Figure 1. Metal 1.
Drawn at 6 px/µm.
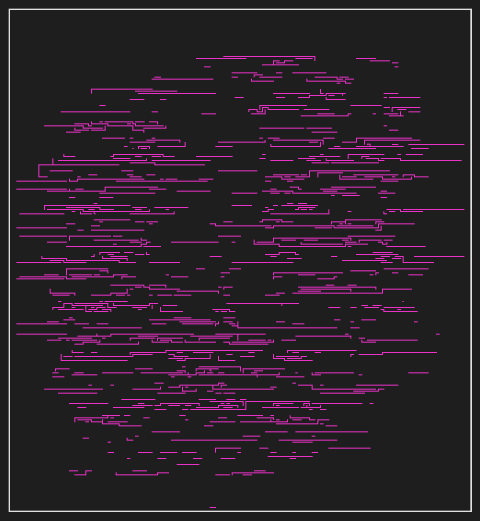
Figure 2. Cell classes on the final placement.
Drawn at 4 px/µm.
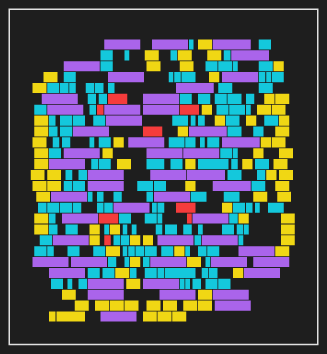
Figure 3. Cell sizes after repair.
Drawn at 4 px/µm.
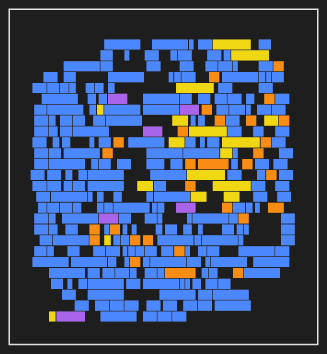
Figure 4. Track usage over the die.
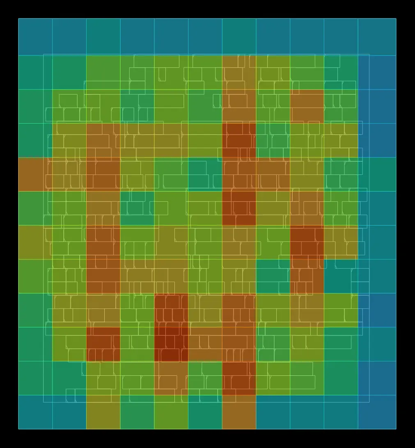
**config.mk**
```make
export PLATFORM = sky130hd
export DESIGN_NAME = lfsr_stream_gen
export DESIGN_NICKNAME = d
export VERILOG_FILES = /design/src/rtl/lfsr_stream_gen.sv
export SDC_FILE = /design/constraint.sdc
export NUM_CORES = 1
export LEC_CHECK = 0
export CAP_MARGIN = 20
export CORE_ASPECT_RATIO = 1.1
export CORE_MARGIN = 5
export CORE_UTILIZATION = 48
export DETAILED_ROUTE_END_ITERATION = 16
export PLACE_DENSITY = 0.78
export SYNTH_ARGS = -nofsm -noshare
export SYNTH_HDL_FRONTEND = slang
export SYNTH_SLANG_ARGS = --single-unit
```
**constraint.sdc**
```tcl
create_clock -name aclk -period 2.05 [get_ports aclk]
set_input_delay 0.41 -clock aclk [delete_from_list [all_inputs] [get_ports aclk]]
set_output_delay 0.41 -clock aclk [all_outputs]
set_load 0.03 [all_outputs]
```
**src/rtl/lfsr_stream_gen.sv**
```systemverilog
// Fibonacci-LFSR PRBS source on an AXI-Stream master port. Each word is OUTPUT_WIDTH
// LFSR steps with the first emitted bit in tdata[0]. State vectors put s[1] in the MSB.
module lfsr_stream_gen #(
  parameter int                      POLY_DEGREE  = 7,
  parameter logic [POLY_DEGREE:1]    POLYNOMIAL   = 7'b110_0000,
  parameter int                      OUTPUT_WIDTH = 8,
  parameter logic [POLY_DEGREE-1:0]  SEED         = '1,
  parameter int                      FRAME_LEN    = 0
) (
  input  logic                      aclk,
  input  logic                      aresetn,
  input  logic                      enable,
  input  logic                      seed_load,
  input  logic [POLY_DEGREE-1:0]    seed_data,
  output logic                      seed_zero,
  input  logic                      err_inject,
  output logic [OUTPUT_WIDTH-1:0]   m_axis_tdata,
  output logic                      m_axis_tvalid,
  input  logic                      m_axis_tready,
  output logic                      m_axis_tlast,
  output logic [31:0]               words_sent
);

  localparam int FCW = (FRAME_LEN > 1) ? $clog2(FRAME_LEN) : 1;

  logic [POLY_DEGREE-1:0]  r_state;
  logic [OUTPUT_WIDTH-1:0] r_tdata;
  logic                    r_tvalid;
  logic                    r_tlast;
  logic                    r_seed_zero;
  logic                    r_inj_pend;
  logic [31:0]             r_words_sent;
  logic [FCW-1:0]          r_frame_cnt;

  logic [POLY_DEGREE-1:0]  w_tap_mask;
  logic [POLY_DEGREE-1:0]  w_seed_fixed;
  logic [POLY_DEGREE-1:0]  w_s_eff;
  logic [POLY_DEGREE-1:0]  w_state_adv;
  logic [OUTPUT_WIDTH-1:0] w_word;
  logic [FCW-1:0]          w_frame_idx;
  logic [FCW-1:0]          w_frame_nxt;
  logic                    w_load;
  logic                    w_seed_is_zero;
  logic                    w_inject;
  logic                    w_last;

  // Tap x^i multiplies s[i], which lives at vector bit POLY_DEGREE-i.
  genvar gi;
  generate
    for (gi = 1; gi <= POLY_DEGREE; gi++) begin : g_tap
      assign w_tap_mask[POLY_DEGREE-gi] = POLYNOMIAL[gi];
    end
  endgenerate

  assign w_load         = enable && (!r_tvalid || m_axis_tready);
  assign w_seed_is_zero = (seed_data == '0);
  assign w_seed_fixed   = w_seed_is_zero ? SEED : seed_data;
  assign w_s_eff        = seed_load ? w_seed_fixed : r_state;
  assign w_inject       = r_inj_pend || err_inject;

  // A reseed restarts framing so the word loaded in the same cycle is index 0.
  assign w_frame_idx = seed_load ? '0 : r_frame_cnt;
  assign w_last      = (FRAME_LEN != 0) && (w_frame_idx == FCW'(FRAME_LEN - 1));
  assign w_frame_nxt = ((FRAME_LEN == 0) || w_last) ? '0 : w_frame_idx + FCW'(1);

  // Unrolled OUTPUT_WIDTH steps: emit s[n] (bit 0), shift in feedback at s[1] (MSB).
  always_comb begin
    w_state_adv = w_s_eff;
    w_word      = '0;
    for (int b = 0; b < OUTPUT_WIDTH; b++) begin
      w_word[b]   = w_state_adv[0];
      w_state_adv = {^(w_state_adv & w_tap_mask), w_state_adv[POLY_DEGREE-1:1]};
    end
  end

  always_ff @(posedge aclk or negedge aresetn) begin
    if (!aresetn) begin
      r_state      <= SEED;
      r_tdata      <= '0;
      r_tvalid     <= 1'b0;
      r_tlast      <= 1'b0;
      r_seed_zero  <= 1'b0;
      r_inj_pend   <= 1'b0;
      r_words_sent <= '0;
      r_frame_cnt  <= '0;
    end else begin
      r_seed_zero <= seed_load && w_seed_is_zero;
      if (r_tvalid && m_axis_tready) begin
        r_words_sent <= r_words_sent + 32'd1;
      end
      if (w_load) begin
        r_state     <= w_state_adv;
        r_tdata     <= w_word ^ OUTPUT_WIDTH'(w_inject);
        r_tvalid    <= 1'b1;
        r_tlast     <= w_last;
        r_frame_cnt <= w_frame_nxt;
        r_inj_pend  <= 1'b0;
      end else begin
        // Held words stay untouched; only the generator state is reseeded.
        if (seed_load) begin
          r_state     <= w_seed_fixed;
          r_frame_cnt <= '0;
        end
        if (m_axis_tready) begin
          r_tvalid <= 1'b0;
        end
        r_inj_pend <= w_inject;
      end
    end
  end

  assign m_axis_tdata  = r_tdata;
  assign m_axis_tvalid = r_tvalid;
  assign m_axis_tlast  = r_tlast;
  assign seed_zero     = r_seed_zero;
  assign words_sent    = r_words_sent;

endmodule
```
==> metrics.yaml <==
syn_avg_cell_area_um2: 11.4
leakage_nw: 1.43
synth_warnings: 0
seqPwrFrac: 0.474
cp-end-kind: "flip-flop"
drtIter0Drc: 58
antenna_found_initial: 0
skew_ns: 0.00817
openroad.warnings: 26
dieArea_um2: 6400
cts_buffer_depth: 2
grt_max_degree: 30
hold_path_class: "in -> async"
wire_per_inst_um: 15.3
cts.clk_slew.worst_paths_ns: 0.09
top_cell_area_share: 0.457
synth-edff-count: 0
rr_endpoint: "words_sent[30]$_DFFE_PN0P_"
slew_violations: 0
worstSetupPathType: "in -> reg"
ys_async_sr_fraction: 1.00
fin_crit_ns: 1.93
vias_per_cell: 5.30
die_y_um: 83.4
dr.pass1.iters: 4
status: "complete, no violations"
htreeDepth: 2
vdd_drop_max_v: 0.000446
coreArea_um2: 4680
p_per_area_nw_per_um2: 828
postCtsSetupBuffers: 0
hold_viol: 0
ys_seq_share: 0.536
r2r-start: "words_sent[0]$_DFFE_PN0P_"
ff_type: "dfrtp_1"
cts_tree: "built"
crit_fanout: 4
power.switching_w: 0.000893
crit_arrival_ns: 2.11
cts_num_sinks: 50
synth_flops: 50
routed_wl_um: 5290
yosysMostFrequentCell: "dfrtp_1"
place_inst: 337
clockPowerShare: 0.205
rr_worst_depth: 6
tns_ns: 0
max_slew_margin: 0.661
power.internal_w: 0.00178
fin_nets: 302
ys_types: 35
drive_above_1_share: 0.180
die_w_um: 76.7
dp_hpwl_um: 3970
top_area_cell: "dfrtp_1"
gp_congestion: 0.821
antenna_cells: 0
netlist_area_um2: 2350
ys_cells: 206
common_cells: "dfrtp_1, xnor2_1, nand2_1, nand3_1, xor2_1"
grt_overflow_total: 0
timing.final.crit_share: 0.943
drc: 0
p_comb_frac: 0.321
maxClockFrequency_ghz: 0.517
final_antenna_net_count: 0
area_growth_pct: 37.3
synthTopCellsByArea: "dfrtp_1, xnor2_1, dfstp_2, xor2_1, mux2i_1"
top_level_ports: 56
swShare: 0.334
cp.required_ns: 2.23
max_cap_violations: 0
worst_pin_slew_ns: 0.509
clock_latency_ns: 0.29
grt_pass1_vias: 1872
Back to the opening pictures, Figure 1:
- longest straight run: 16.6 µm
- nets with wire on the layer: 269
- wire length on this layer: 2350 µm
- share of all routed wire: 44%
via count: 1829
met1 Use GR: 0.221

Back to the opening pictures, Figure 2:
- registers: purple (cells 50)
- remaining buffers and delay cells: yellow (cells 81)
- clock drivers and dummy loads: red (cells 8)
- remaining logic cells: cyan (cells 150)

Back to the opening pictures, Figure 3:
- x1 and smaller: blue (cells 237)
- x6 and larger: purple (cells 6)
- x2: yellow (cells 17)
- x3 and x4: orange (cells 29)

Back to the opening pictures, Figure 4:
GRT Overall Usage: 0.168
fin util: 0.689
met2 Track Usage GR: 0.280
GR Util met3: 0.0465

## cell families (layout without fill, tap and decap cells)
logic type	Yosys count	count (layout)	synth area share
muxes	16	16	0.0707
and+or+nand+nor	75	75	0.173
xor gates and xnor gates	41	41	0.153
DFF	50	50	0.536
AOI/OAI and AO/OA	15	15	0.0468
other	1	1	0.00159
buffers and inverters	7	90	0.0144
adders and majority gates	1	1	0.00532
## critical path, stage by stage
cell and delay, ns:
clkdlybuf4s50_1 0.41, or4b_2 0.74, o21ai_0 0.30, xor2_1 0.16, o21ai_0 0.09
## metrics by stage
step	setup WS, ns	hold slack [ns]	instance area [µm²]
final	0.117	0.0781	3230
after floorplan	0.252	0.114	2350
after detailed placement	-0.233	0.419	3140
after global routing	0.0268	0.112	3230
after CTS	0.0697	0.0880	3230
after global placement	-0.186	0.408	3140
## layout make-up
cell class	instances	area (µm²)
timing repair buffer	81	751
clock buffer	6	72.6
clock inverter	2	10.0
inverter	1	3.75
fill	367	1460
sequential	50	1260
tap	56	70.1
multi-input combinational	149	1060
## power by group through the flow
stage	Combinational (W)	Sequential, W	Clock [W]
2_1_floorplan	0.000298	0.00146	0
3_3_place_gp	0.000842	0.00128	0
3_5_place_dp	0.000866	0.00129	0
4_1_cts	0.000869	0.00127	0.000562
5_1_grt	0.000922	0.00129	0.000597
6_report	0.000859	0.00127	0.000547
## per-layer routing
metal  track usage  wire (µm)  share of wire
met3        0.0465        258          0.049
met2         0.280       2650           0.50
met1         0.221       2350           0.44
met5             0          0              0
met4        0.0286         29         0.0055
## how the worst max path moves through the flow
stage	startpoint	end	slack (ns)	depth (start not counted)
2_1_floorplan	words_sent[0]$_DFFE_PN0P_	words_sent[28]$_DFFE_PN0P_	0.25	5
3_3_place_gp	seed_data[0]	r_state[4]$_DFF_PN1_	-0.19	6
3_5_place_dp	seed_data[0]	r_state[4]$_DFF_PN1_	-0.23	6
4_1_cts	seed_data[0]	r_state[4]$_DFF_PN1_	0.07	6
5_1_grt	seed_data[3]	m_axis_tdata[0]$_DFFE_PN0P_	0.03	5
6_report	seed_data[3]	m_axis_tdata[0]$_DFFE_PN0P_	0.12	5
## placed cells by master (no fill, tap or decap), types with 2 or more instances in the layout
master	count
dfrtp_1	43
clkdlybuf4s50_1	53
nor3_1	3
and3_1	7
nand2_1	18
nand2b_1	3
nand4_1	9
clkbuf_8	5
a21oi_1	2
nor4_1	4
nand3_1	17
dfstp_2	7
xor2_1	14
clkinv_2	2
xnor2_1	27
mux2_2	5
o21ai_0	7
and4_1	2
buf_4	26
mux2i_1	11
nor2_1	7
## timing repair
action,4_1_cts,5_1_grt
endpoints found under the hold margin,0,0
gates resized,0,1
endpoints found under the setup margin,0,1
## sequential cells by signal, summed over array words and instances, names as in the netlist
name           flops
seed_zero          1
r_inj_pend         1
r_state            7
words_sent        32
m_axis_tdata       8
m_axis_tvalid      1
Power is estimated from default activity; no workload was simulated.
